===== config.mk =====
export PLATFORM = sky130hd
export DESIGN_NAME = regfile_dump_ctrl
export DESIGN_NICKNAME = d
export VERILOG_FILES = /design/src/rtl/regfile_dump_ctrl.sv
export SDC_FILE = /design/constraint.sdc
export NUM_CORES = 1
export LEC_CHECK = 0
export ABC_AREA = 1
export CAP_MARGIN = 10
export CORE_ASPECT_RATIO = 1.2
export CORE_MARGIN = 2
export CORE_UTILIZATION = 50
export DETAILED_ROUTE_END_ITERATION = 10
export PLACE_DENSITY = 0.79
export SYNTH_ARGS = -nofsm -noshare
export SYNTH_HDL_FRONTEND = slang
export SYNTH_SLANG_ARGS = --single-unit

===== constraint.sdc =====
create_clock -name i_clk -period 1.9 [get_ports i_clk]
set_input_delay 0.38 -clock i_clk [delete_from_list [all_inputs] [get_ports i_clk]]
set_output_delay 0.38 -clock i_clk [all_outputs]
set_load 0.01 [all_outputs]

===== src/rtl/regfile_dump_ctrl.sv =====
// regfile_dump_ctrl
// Debug-side sequencer that walks every register-file address through the
// combinational read port and streams each word out LSB byte first over a
// valid/ready byte channel. It stalls the pipeline and owns the read address
// only while busy.
//
// Optional feature: define REGDUMP_CHECKSUM_EN to append one extra byte after
// the last data byte. That byte is the XOR of every data byte transferred.
//
// Ports:
//   i_clk       clock, all logic on posedge
//   i_rst       asynchronous active-high reset
//   i_start     dump request, sampled only in idle
//   i_abort     cancel the dump from any state
//   i_reg_data  combinational read data for o_reg_addr
//   i_tx_ready  byte channel ready
//   o_reg_addr  register file read address
//   o_tx_data   byte to transmit
//   o_tx_valid  byte valid
//   o_stall     pipeline stall
//   o_busy      dump in progress
//   o_done      one-cycle pulse on normal completion
module regfile_dump_ctrl #(
    parameter int unsigned LEN     = 32,
    parameter int unsigned NB_REG  = 32,
    parameter int unsigned NB_ADDR = 5,
    parameter int unsigned NB_BYTE = 8
) (
    input  logic               i_clk,
    input  logic               i_rst,
    input  logic               i_start,
    input  logic               i_abort,
    input  logic [LEN-1:0]     i_reg_data,
    input  logic               i_tx_ready,
    output logic [NB_ADDR-1:0] o_reg_addr,
    output logic [NB_BYTE-1:0] o_tx_data,
    output logic               o_tx_valid,
    output logic               o_stall,
    output logic               o_busy,
    output logic               o_done
);

    localparam int unsigned NB_WPB = LEN / NB_BYTE;
    localparam int unsigned CNT_W  = (NB_WPB > 1) ? $clog2(NB_WPB) : 1;
    localparam logic [NB_ADDR-1:0] LAST_ADDR = NB_ADDR'(NB_REG - 1);
    localparam logic [CNT_W-1:0]   LAST_BYTE = CNT_W'(NB_WPB - 1);

    typedef enum logic [2:0] {
        StIdle,
        StLatch,
        StSend,
        StCsum,
        StDone
    } state_e;

    state_e             state_q, state_d;
    logic [NB_ADDR-1:0] addr_q, addr_d;
    logic [CNT_W-1:0]   cnt_q, cnt_d;
    logic [LEN-1:0]     shift_q, shift_d;
    logic               valid_q, valid_d;
    logic               busy_q, busy_d;
    logic               done_q, done_d;
    logic               xfer;
`ifdef REGDUMP_CHECKSUM_EN
    logic [NB_BYTE-1:0] csum_q, csum_d;
`endif

    assign xfer = valid_q && i_tx_ready;

    always_comb begin
        state_d = state_q;
        addr_d  = addr_q;
        cnt_d   = cnt_q;
        shift_d = shift_q;
`ifdef REGDUMP_CHECKSUM_EN
        csum_d  = csum_q;
`endif
        if (i_abort) begin
            // Abort wins over everything, including a start in idle.
            state_d = StIdle;
            addr_d  = '0;
            cnt_d   = '0;
            shift_d = '0;
`ifdef REGDUMP_CHECKSUM_EN
            csum_d  = '0;
`endif
        end else begin
            unique case (state_q)
                StIdle: begin
                    if (i_start) begin
                        state_d = StLatch;
                        addr_d  = '0;
                        cnt_d   = '0;
`ifdef REGDUMP_CHECKSUM_EN
                        csum_d  = '0;
`endif
                    end
                end
                StLatch: begin
                    shift_d = i_reg_data;
                    cnt_d   = '0;
                    state_d = StSend;
                end
                StSend: begin
                    if (xfer) begin
`ifdef REGDUMP_CHECKSUM_EN
                        csum_d = csum_q ^ shift_q[NB_BYTE-1:0];
`endif
                        if (cnt_q != LAST_BYTE) begin
                            shift_d = shift_q >> NB_BYTE;
                            cnt_d   = cnt_q + CNT_W'(1);
                        end else begin
                            cnt_d = '0;
                            if (addr_q != LAST_ADDR) begin
                                addr_d  = addr_q + NB_ADDR'(1);
                                state_d = StLatch;
                            end else begin
`ifdef REGDUMP_CHECKSUM_EN
                                // Checksum byte rides in the low byte of the shifter.
                                shift_d = LEN'(csum_q ^ shift_q[NB_BYTE-1:0]);
                                state_d = StCsum;
`else
                                state_d = StDone;
`endif
                            end
                        end
                    end
                end
                StCsum: begin
                    if (xfer) begin
                        state_d = StDone;
                    end
                end
                StDone: begin
                    state_d = StIdle;
                end
                default: begin
                    state_d = StIdle;
                end
            endcase
            if (state_d == StDone) begin
                addr_d = '0;
            end
        end
    end

    // Outputs are registered as functions of the next state.
    always_comb begin
        busy_d  = (state_d == StLatch) || (state_d == StSend) || (state_d == StCsum);
        valid_d = (state_d == StSend) || (state_d == StCsum);
        done_d  = (state_d == StDone);
    end

    always_ff @(posedge i_clk or posedge i_rst) begin
        if (i_rst) begin
            state_q <= StIdle;
            addr_q  <= '0;
            cnt_q   <= '0;
            shift_q <= '0;
            valid_q <= 1'b0;
            busy_q  <= 1'b0;
            done_q  <= 1'b0;
        end else begin
            state_q <= state_d;
            addr_q  <= addr_d;
            cnt_q   <= cnt_d;
            shift_q <= shift_d;
            valid_q <= valid_d;
            busy_q  <= busy_d;
            done_q  <= done_d;
        end
    end

`ifdef REGDUMP_CHECKSUM_EN
    always_ff @(posedge i_clk or posedge i_rst) begin
        if (i_rst) begin
            csum_q <= '0;
        end else begin
            csum_q <= csum_d;
        end
    end
`endif

    assign o_reg_addr = addr_q;
    assign o_tx_data  = shift_q[NB_BYTE-1:0];
    assign o_tx_valid = valid_q;
    assign o_busy     = busy_q;
    assign o_stall    = busy_q;
    assign o_done     = done_q;

endmodule


**Run 1: gate families picked out**

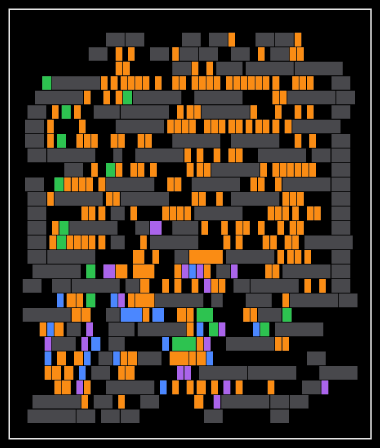
[inverting AOI/OAI gates] green | cells: 15 | most used: o21ai_1
[inverters] purple | cells: 18 | most used: inv_1 | where: south
[NOR gates] blue | cells: 16 | most used: nor2_1
[NAND gates] orange | cells: 213 | most used: nand2_1
logic share of the area: 34.86%
Finished Layout Cells: 440
most instantiated logic cell after routing: nand2_1

**Run 1: supply network**

Pins as bars on the die edge.
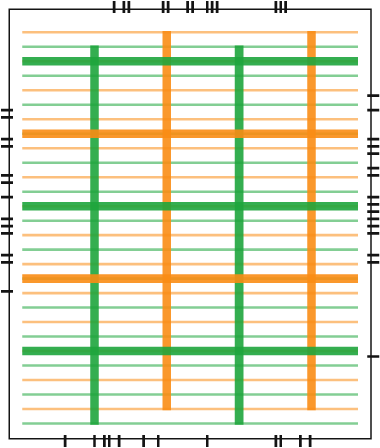
[VDD] orange
[VSS] green
met1 rails: 28
met4 straps: 4
rows: 27
Die W: 67.62 um
core area: 4628 um2
die height: 80.35 um
VDD IR max: 0.0004605 V

**Run 1: cells coloured by class**

The bar under the picture is 20 um long. Fill, decap, tap and diode cells in grey.
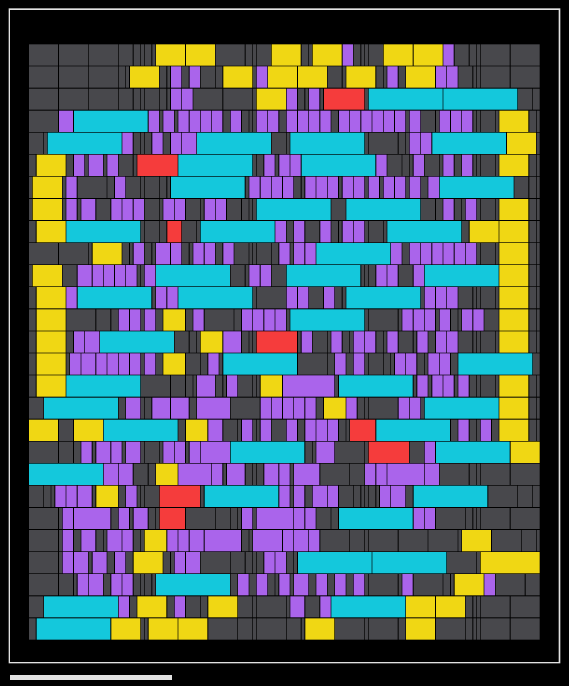
[clock drivers and dummy loads] red | cells: 8
[flip-flops] cyan | cells: 45
[all other logic] purple | cells: 266
[other buffers and delay cells] yellow | cells: 63

==> Changelog: implementation, run 1 <==
### Physical design

- Status: finished clean
- CP top delay family: simple AND/OR/NAND/NOR gates
- Switching pwr: 0.0006732 W
- Routability Congestion: 0.8367
- Most common cell in the netlist: nand2_1
- Clock Power: 0.000603 W
- FP Rows: 27
- Clk pwr share: a little over a quarter
- GR Layer Usage met2: 31.57%
- Root buf cell: clkbuf_8
- Xor/xnor share: 0%
- Simple-Gate Area Share: 38.23%
- Internal Power: 0.001555 W
- Mapped Avg Cell Area: 7.293 um2
- Critical Path Sink Type: flip-flop
- Tool warnings: 26
- First-pass GRT wire length: about 8.5 mm
- Largest Register: shift_q
- Max Fanout on Critical Path: 9
- Worst reg2reg startpoint: o_reg_addr[1]$_DFFE_PP0P_
- Top FF cell, synth: dfrtp_1
- Layer with the highest usage: met2
- Worst hold slack: 0.4134 ns
- Reg area: 1126 um2
- Ys cells: 333
- Global Route Usage Sum: 20.58%
- Sw frac: 30.21%
- Pleak: 1.630 nW
- Clk sinks: 45
- Drt pass-1 iters: 4
- Max-slew violation count: 0
- CTS tree: done
- Largest net degree at the start of global routing: ~46
- Levels on crit path: 11
[run 1: worst max path at each step]
stage / start / end / slack, ns
global route: o_reg_addr[1]$_DFFE_PP0P_ / o_reg_addr[4]$_DFFE_PP0P_ / 0.01
global placement: i_tx_ready / o_reg_addr[4]$_DFFE_PP0P_ / 0.07
CTS: o_reg_addr[1]$_DFFE_PP0P_ / o_reg_addr[4]$_DFFE_PP0P_ / 0.08
detailed placement: i_abort / shift_q[26]$_DFFE_PP0P_ / 0.008
finish: o_reg_addr[1]$_DFFE_PP0P_ / o_reg_addr[4]$_DFFE_PP0P_ / 0.19
floorplan: o_reg_addr[0]$_DFFE_PP0P_ / o_reg_addr[4]$_DFFE_PP0P_ / 0.27
[run 1: timing repair]
item                                    4_1_cts  5_1_grt
endpoints found under the setup margin        0        4
resized                                       0        3
setup buffers                                 0        0
[run 1: cell type report]
class | count | share of cell area (%)
clock buffer | 5 | 2.263
clock inverter | 3 | 0.7407
tap | 58 | 2.387
inverter | 18 | 2.387
sequential | 45 | 37.04
multi-input combinational | 248 | 34.86
timing repair buffer | 63 | 20.33
[run 1: layout by cell type (no fill, tap or decap), types with 2 or more instances in the layout]
cell / Yosys / final
clkdlybuf4s50_1: 0 / 53
inv_4: 2 / 2
nand2_2: 2 / 2
inv_2: 2 / 3
buf_4: 12 / 9
nand2_1: 191 / 191
clkbuf_8: 0 / 5
dfrtp_1: 45 / 45
nor2_1: 14 / 13
nand3_1: 17 / 16
o21ai_1: 10 / 10
nand3_2: 1 / 2
clkinv_4: 0 / 2
a21oi_1: 2 / 2
ha_1: 3 / 3
inv_1: 14 / 13
[run 1: cell families after synthesis]
family / count (synthesis)
fa+ha+maj: 3
flops: 45
simple gates: 230
buf+inv: 40
compound gates: 15
## Run 2: what changed since run 1
--- a/config.mk
+++ b/config.mk
@@ -12,6 +12,7 @@
 export CORE_UTILIZATION = 50
 export DETAILED_ROUTE_END_ITERATION = 10
 export PLACE_DENSITY = 0.79
+export SLEW_MARGIN = 20
 export SYNTH_ARGS = -nofsm -noshare
 export SYNTH_HDL_FRONTEND = slang
 export SYNTH_SLANG_ARGS = --single-unit
**Run 2: where the registers sit**

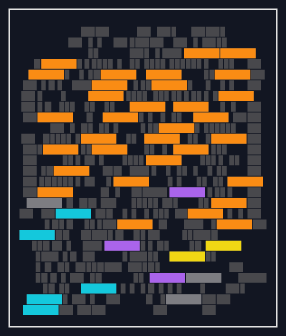
[o_reg_addr] cyan | placed flops: 5 | where: south-west
[cnt_q] yellow | placed flops: 2
[shift_q] orange | placed flops: 32
[state_q] purple | placed flops: 3
not coloured: 3

==> run 2 against run 1 <==
  * Critical path depth stayed put
  * Sequential power is essentially flat
  * Synthesized area is the same
  * Critical path type unchanged
  * Critical endpoint unchanged
==> Changelog: implementation, run 2 <==
### Physical design

- Clk sinks: 45
- Status: finished clean
- Root buf cell: clkbuf_8
- Comb gates: approximately 250
- Routability Congestion: 0.8367
- CTS tree: done
- Largest net degree at the start of global routing: 46
- Pleak: 1.630 nW
- VDD IR max: approximately 0.00046 V
- GR Layer Usage met2: 31.57%
- Global Route Usage Sum: 20.58%
- Flop count: 45
- Seq/total area: 37.04%
- Most instantiated logic cell after routing: nand2_1
- Drt pass-1 iters: 4
- Largest Register: shift_q
- Die height: 80.35 um
- Core area: 4628 um2
- Ys cells: 333
- Layout clock area frac: 3.004%
- Worst hold slack: 0.4134 ns
- Critical Path Sink Type: flip-flop
- First-pass GRT wire length: 8.487 mm
- Die W: 67.62 um
- Non-clock buffers: 63
- Finished Layout Cells: between 400 and 500
- Well Taps: 58
- Non-CTS inverters: 18
- Layer with the highest usage: met2
-- run 2: cell counts in the layout (fill, tap and decap cells not counted) --
No cell type changed its count.
-- run 2: logic make-up (layout without fill, tap and decap cells) --
logic type | Yosys count | count (layout) | synth area share, %
simple gates | 230 | 230 | 38.23
flops | 45 | 45 | 46.37
buf+inv | 40 | 89 | 10.56
compound gates | 15 | 15 | 3.297
fa+ha+maj | 3 | 3 | 1.546
-- run 2: final timing paths --
path / end / from / slack (ns)
setup reg to reg: o_reg_addr[4]$_DFFE_PP0P_ / o_reg_addr[1]$_DFFE_PP0P_ / 0.19
setup / recovery: o_reg_addr[4]$_DFFE_PP0P_ / o_reg_addr[1]$_DFFE_PP0P_ / 0.19
hold reg to reg: shift_q[3]$_DFFE_PP0P_ / shift_q[3]$_DFFE_PP0P_ / 0.48
max in group asynchronous: shift_q[19]$_DFFE_PP0P_ / i_rst / 1.27
min in group i_clk: shift_q[3]$_DFFE_PP0P_ / shift_q[3]$_DFFE_PP0P_ / 0.48
hold / removal: shift_q[7]$_DFFE_PP0P_ / i_rst / 0.41
-- run 2: critical path, cell delays in order (launching register included) --
cell and delay, ns:
dfrtp_1 0.39, ha_1 0.15, inv_1 0.06, nor3_1 0.16, ha_1 0.21, nand2_1 0.07, nand2_1 0.11, nand3_2 0.19
nand3_1 0.12, nor2_1 0.05, nand2_1 0.06, nand2_1 0.04
-- run 2: report_power, final --
part           leakage (nW)  internal, W  switching [W]  total [W]
Combinational         0.986     0.000231       0.000272   0.000504
Sequential            0.596      0.00106      0.0000592    0.00112
Clock                0.0481     0.000261       0.000342   0.000603
-- run 2: metal layers --
layer / part of all wire (%) / vias to the layer above
met1: 48 / 937
met4: 1.6 / 0
met2: 47 / 44
met5: 0 / -
li1: - / 1105
met3: 3.7 / 6
Power figures rest on the tool's default switching activity, not on a simulated workload.
